`config.mk`:
```
export PLATFORM = sky130hd
export DESIGN_NAME = ps2_mouse_apb
export DESIGN_NICKNAME = d
export VERILOG_FILES = /design/src/rtl/ps2_mouse_apb.sv
export SDC_FILE = /design/constraint.sdc
export NUM_CORES = 1
export LEC_CHECK = 0
export ABC_CLOCK_PERIOD_IN_PS = 3400
export CAP_MARGIN = 10
export CORE_UTILIZATION = 57
export CTS_BUF_LIST = sky130_fd_sc_hd__clkbuf_16
export CTS_CLUSTER_SIZE = 28
export DETAILED_ROUTE_END_ITERATION = 6
export MAX_ROUTING_LAYER = met4
export PLACE_DENSITY = 0.79
export SLEW_MARGIN = 5
export SYNTH_ARGS = -nofsm -noshare
export SYNTH_HDL_FRONTEND = slang
export SYNTH_SLANG_ARGS = --single-unit
```
`constraint.sdc`:
```
create_clock -name clk -period 3.4 [get_ports clk]
set_input_delay 0.68 -clock clk [delete_from_list [all_inputs] [get_ports clk]]
set_output_delay 0.68 -clock clk [all_outputs]
set_load 0.005 [all_outputs]
```
`src/rtl/ps2_mouse_apb.sv`:
```
// PS/2 mouse receiver with 3-byte packet assembly, packet FIFO and APB register access.
// Synchronous active-high reset; single clock domain; PS/2 lines are synchronised internally.
module ps2_mouse_apb #(
    parameter int FIFO_DEPTH     = 4,
    parameter int TIMEOUT_CYCLES = 50000
) (
    input  logic        clk,
    input  logic        reset,
    input  logic        ps2_clk,
    input  logic        ps2_data,
    input  logic        psel,
    input  logic        penable,
    input  logic        pwrite,
    input  logic [3:0]  paddr,
    input  logic [31:0] pwdata,
    output logic [31:0] prdata,
    output logic        pready,
    output logic        irq
);
    localparam int AW = $clog2(FIFO_DEPTH);
    localparam int CW = AW + 1;
    localparam int TW = $clog2(TIMEOUT_CYCLES + 1);

    typedef enum logic [1:0] {S_IDLE, S_DATA, S_PARITY, S_STOP} rx_state_t;
    rx_state_t r_state, w_state_next;

    logic          r_c_s1, r_c_s2, r_c_prev, r_d_s1, r_d_s2;
    logic          w_fall;
    logic [7:0]    r_shift, r_byte, r_b0, r_x;
    logic [2:0]    r_bit_cnt;
    logic          r_par_ok, r_byte_valid, r_push;
    logic [TW-1:0] r_to_cnt;
    logic [1:0]    r_idx;
    logic [23:0]   r_pkt;
    logic          w_byte_ok, w_discard, w_perr_set, w_timeout;

    logic [23:0]   r_mem [FIFO_DEPTH];
    logic [AW-1:0] r_wr_ptr, r_rd_ptr;
    logic [CW-1:0] r_count;
    logic          w_full, w_not_empty, w_push_do, w_pop, w_ovf_set;

    logic          r_enable, r_irq_en, r_ovf, r_perr, r_irq;
    logic          w_access, w_wr, w_rd, w_flush, w_clr_ovf, w_clr_perr;
    logic          w_unused;

    // Lines idle high, so the synchronisers reset to 1 to avoid a spurious edge.
    always_ff @(posedge clk) begin
        if (reset) begin
            r_c_s1   <= 1'b1;
            r_c_s2   <= 1'b1;
            r_c_prev <= 1'b1;
            r_d_s1   <= 1'b1;
            r_d_s2   <= 1'b1;
        end else begin
            r_c_s1   <= ps2_clk;
            r_c_s2   <= r_c_s1;
            r_c_prev <= r_c_s2;
            r_d_s1   <= ps2_data;
            r_d_s2   <= r_d_s1;
        end
    end

    assign w_fall    = r_c_prev & ~r_c_s2;
    assign w_timeout = (r_state != S_IDLE) && !w_fall && (r_to_cnt == TW'(TIMEOUT_CYCLES - 1));

    always_ff @(posedge clk) begin
        if (reset) r_state <= S_IDLE;
        else       r_state <= w_state_next;
    end

    always_comb begin
        w_state_next = r_state;
        w_byte_ok    = 1'b0;
        w_discard    = 1'b0;
        w_perr_set   = 1'b0;
        if (!r_enable || w_timeout) begin
            w_state_next = S_IDLE;
        end else if (w_fall) begin
            case (r_state)
                S_IDLE:   if (!r_d_s2) w_state_next = S_DATA;
                S_DATA:   if (r_bit_cnt == 3'd7) w_state_next = S_PARITY;
                S_PARITY: begin
                    w_state_next = S_STOP;
                    w_perr_set   = ~(^{r_shift, r_d_s2});
                end
                S_STOP: begin
                    w_state_next = S_IDLE;
                    if (r_d_s2 && r_par_ok) begin
                        w_byte_ok = 1'b1;
                    end else begin
                        w_discard  = 1'b1;
                        w_perr_set = ~r_d_s2;
                    end
                end
                default: w_state_next = S_IDLE;
            endcase
        end
    end

    always_ff @(posedge clk) begin
        if (reset) begin
            r_shift      <= '0;
            r_bit_cnt    <= '0;
            r_par_ok     <= 1'b0;
            r_to_cnt     <= '0;
            r_byte_valid <= 1'b0;
            r_byte       <= '0;
        end else begin
            r_byte_valid <= w_byte_ok;
            if (w_byte_ok) r_byte <= r_shift;
            if (!r_enable || r_state == S_IDLE || w_fall || w_timeout) r_to_cnt <= '0;
            else                                                      r_to_cnt <= r_to_cnt + TW'(1);
            if (w_fall) begin
                case (r_state)
                    S_IDLE:   r_bit_cnt <= '0;
                    S_DATA: begin
                        r_shift   <= {r_d_s2, r_shift[7:1]};
                        r_bit_cnt <= r_bit_cnt + 3'd1;
                    end
                    S_PARITY: r_par_ok <= ^{r_shift, r_d_s2};
                    default:  ;
                endcase
            end
        end
    end

    // Byte 0 must carry the sync bit (bit 3); otherwise stay waiting for a header.
    always_ff @(posedge clk) begin
        if (reset) begin
            r_idx  <= 2'd0;
            r_b0   <= '0;
            r_x    <= '0;
            r_push <= 1'b0;
            r_pkt  <= '0;
        end else begin
            r_push <= 1'b0;
            if (!r_enable || w_timeout || w_discard) begin
                r_idx <= 2'd0;
            end else if (r_byte_valid) begin
                case (r_idx)
                    2'd0: if (r_byte[3]) begin
                        r_b0  <= r_byte;
                        r_idx <= 2'd1;
                    end
                    2'd1: begin
                        r_x   <= r_byte;
                        r_idx <= 2'd2;
                    end
                    default: begin
                        r_pkt  <= {r_byte, r_x, r_b0};
                        r_push <= 1'b1;
                        r_idx  <= 2'd0;
                    end
                endcase
            end
        end
    end

    assign w_access    = psel & penable;
    assign w_wr        = w_access & pwrite;
    assign w_rd        = w_access & ~pwrite;
    assign w_flush     = w_wr && (paddr[3:2] == 2'd3) && pwdata[2];
    assign w_clr_ovf   = w_wr && (paddr[3:2] == 2'd3) && pwdata[0];
    assign w_clr_perr  = w_wr && (paddr[3:2] == 2'd3) && pwdata[1];
    assign w_full      = (r_count == CW'(FIFO_DEPTH));
    assign w_not_empty = (r_count != '0);
    assign w_pop       = w_rd && (paddr[3:2] == 2'd1) && w_not_empty && !w_flush;
    assign w_push_do   = r_push && !w_flush && (!w_full || w_pop);
    assign w_ovf_set   = r_push && !w_flush && w_full && !w_pop;

    always_ff @(posedge clk) begin
        if (w_push_do) r_mem[r_wr_ptr] <= r_pkt;
    end

    always_ff @(posedge clk) begin
        if (reset || w_flush) begin
            r_wr_ptr <= '0;
            r_rd_ptr <= '0;
            r_count  <= '0;
        end else begin
            if (w_push_do) r_wr_ptr <= r_wr_ptr + AW'(1);
            if (w_pop)     r_rd_ptr <= r_rd_ptr + AW'(1);
            r_count <= r_count + CW'(w_push_do) - CW'(w_pop);
        end
    end

    always_ff @(posedge clk) begin
        if (reset) begin
            r_enable <= 1'b0;
            r_irq_en <= 1'b0;
            r_ovf    <= 1'b0;
            r_perr   <= 1'b0;
            r_irq    <= 1'b0;
        end else begin
            if (w_wr && paddr[3:2] == 2'd2) {r_irq_en, r_enable} <= pwdata[1:0];
            if (w_ovf_set)       r_ovf <= 1'b1;
            else if (w_clr_ovf)  r_ovf <= 1'b0;
            if (w_perr_set)      r_perr <= 1'b1;
            else if (w_clr_perr) r_perr <= 1'b0;
            r_irq <= r_irq_en & (w_not_empty | r_ovf);
        end
    end

    always_comb begin
        prdata = '0;
        if (w_rd) begin
            case (paddr[3:2])
                2'd0: begin
                    prdata[0]    = w_not_empty;
                    prdata[1]    = w_full;
                    prdata[2]    = r_ovf;
                    prdata[3]    = r_perr;
                    prdata[11:8] = 4'(r_count);
                end
                2'd1:    if (w_not_empty) prdata[23:0] = r_mem[r_rd_ptr];
                2'd2:    prdata[1:0] = {r_irq_en, r_enable};
                default: ;
            endcase
        end
    end

    assign pready   = 1'b1;
    assign irq      = r_irq;
    assign w_unused = ^{pwdata[31:3], paddr[1:0]};
endmodule

```
==> images/met1.png <==
Bar = 20 µm. Supply wires on this layer in gray.
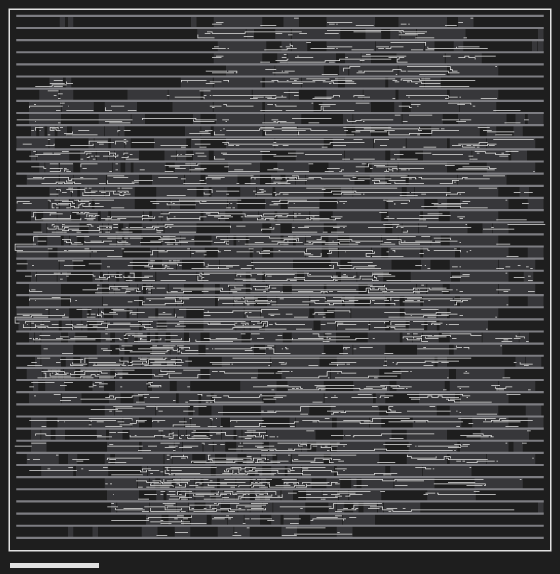
share of all routed wire: 44%
wire length on this layer: 6230 µm
nets with wire on the layer: 637
longest straight run: 53.4 µm
via count: 4718
met1 Use GR: 0.266
Final Routed Wirelength: 14100 µm

==> images/final_congestion.png <==
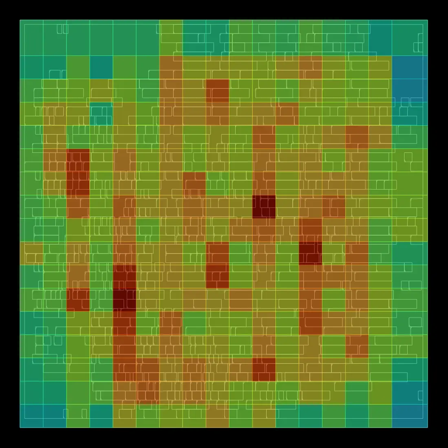
Core Util, Final: 0.669
met2 Use GR: 0.363

==> changes_impl.md <==
## Flow update

* Synth top cells by count: dfxtp_1, edfxtp_1, mux2i_1
* Final min period at 3.21 ns
* Seq pwr at 2470 µW
* Multi-input gates at 376
* RD Place Congestion at 0.840
* Vias/cell at 5.56
* CP bufs+invs at 3
* Setup WS pre-CTS at 0.148 ns
* Hold EP: r_c_s2
* CTS tree: yes
* Tot GR Track Use at 0.216
* Yosys adder share at 0.0211
* Distinct cells, synth at 52
* Met3 usage at 0.0367
* Critical path depth at 6
* Status: completed
* Root buffer cell: clkbuf_16
* Critical Path AT at 2.53 ns
* Final Skew at 0.00579 ns
* Seq/Total Area, Yosys at 0.608
* Initial antenna violation count at 0
* Placed cell area at 8630 µm²
* Clock net power at 2040 µW
* Power Dens Cells at 494 nW/µm²
* Tightest Pin Transition at 0.747 ns
* Port Buffer Count at 36
* Clock tree buffer depth at 2
* Crit path capture: prdata[20]
* Max-Cap Viols at 0
* Comb area at 2950 µm²
* FF-to-FF Start: r_count[1]
* Mapped Cells at 617
* CP delay by family, top: buffers and inverters
* Initial Util at 0.584
* Slew Limit Fails at 0
* Commonest Layout Cell: dfxtp_1
* Non-CTS buffers at 50
* Max-area cell share at 0.357
* Comb pwr share at 0.012
* # Cells Yosys at 617
* CTS Sinks at 197
* Max IR drop VDD at 0.355 mV
* Switching share of power at 0.196
* Synth top cell by count: dfxtp_1
* Crit path DRT at 2.72 ns
* RSZ-0062 raised after global routing: false
* P_leak at 0.00357 µW
* Critical Path Source: paddr[2]
* Flop-to-flop setup slack at 0.99 ns
* Ant diodes at 0
* Comb pwr at 56.9 µW
* Post-Synth Simple-Gate Area at 0.134
==> images/drive_strength.png <==
Bar = 20 µm.
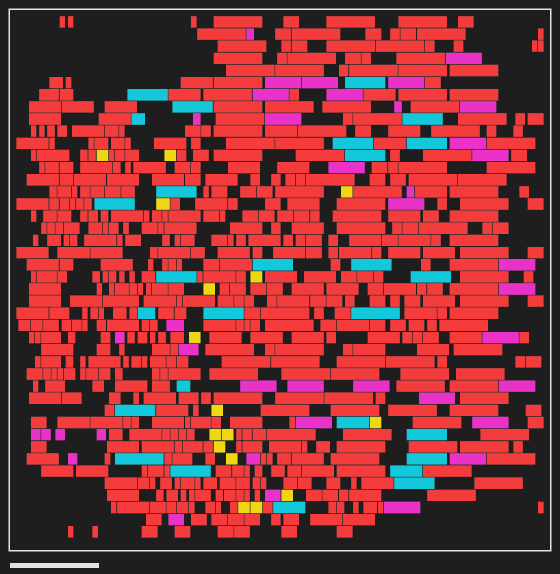
legend:
  drive 6 and up:
    color: cyan
    cells: 27
  drive 1 or less:
    color: red
    cells: 587
  drive 2:
    color: magenta
    cells: 39
  drive 3 to 4:
    color: yellow
    cells: 16
Area Overhead vs Synth: 14.5%
fin area: 9240 µm²
Final WS setup: 0.193 ns

==> images/met2.png <==
Bar = 20 µm.
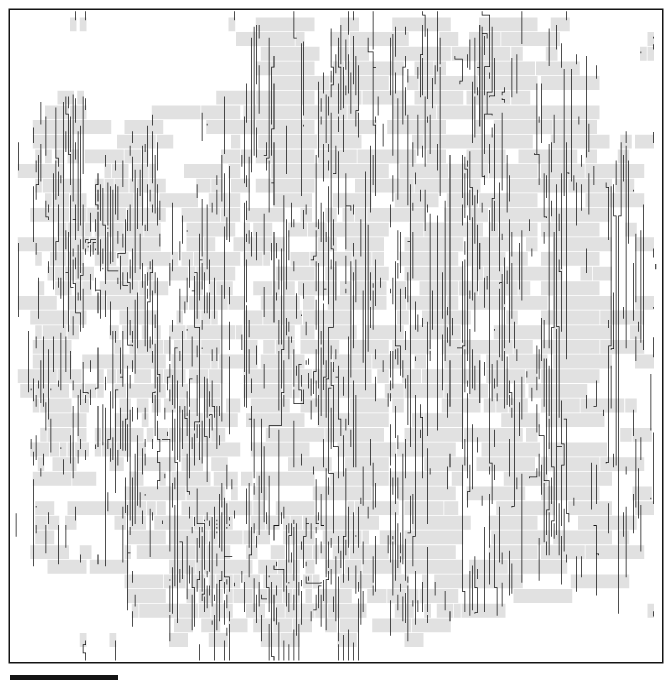
share of all routed wire: 51%
main direction: vertical

Power and IR drop assume default switching activity.
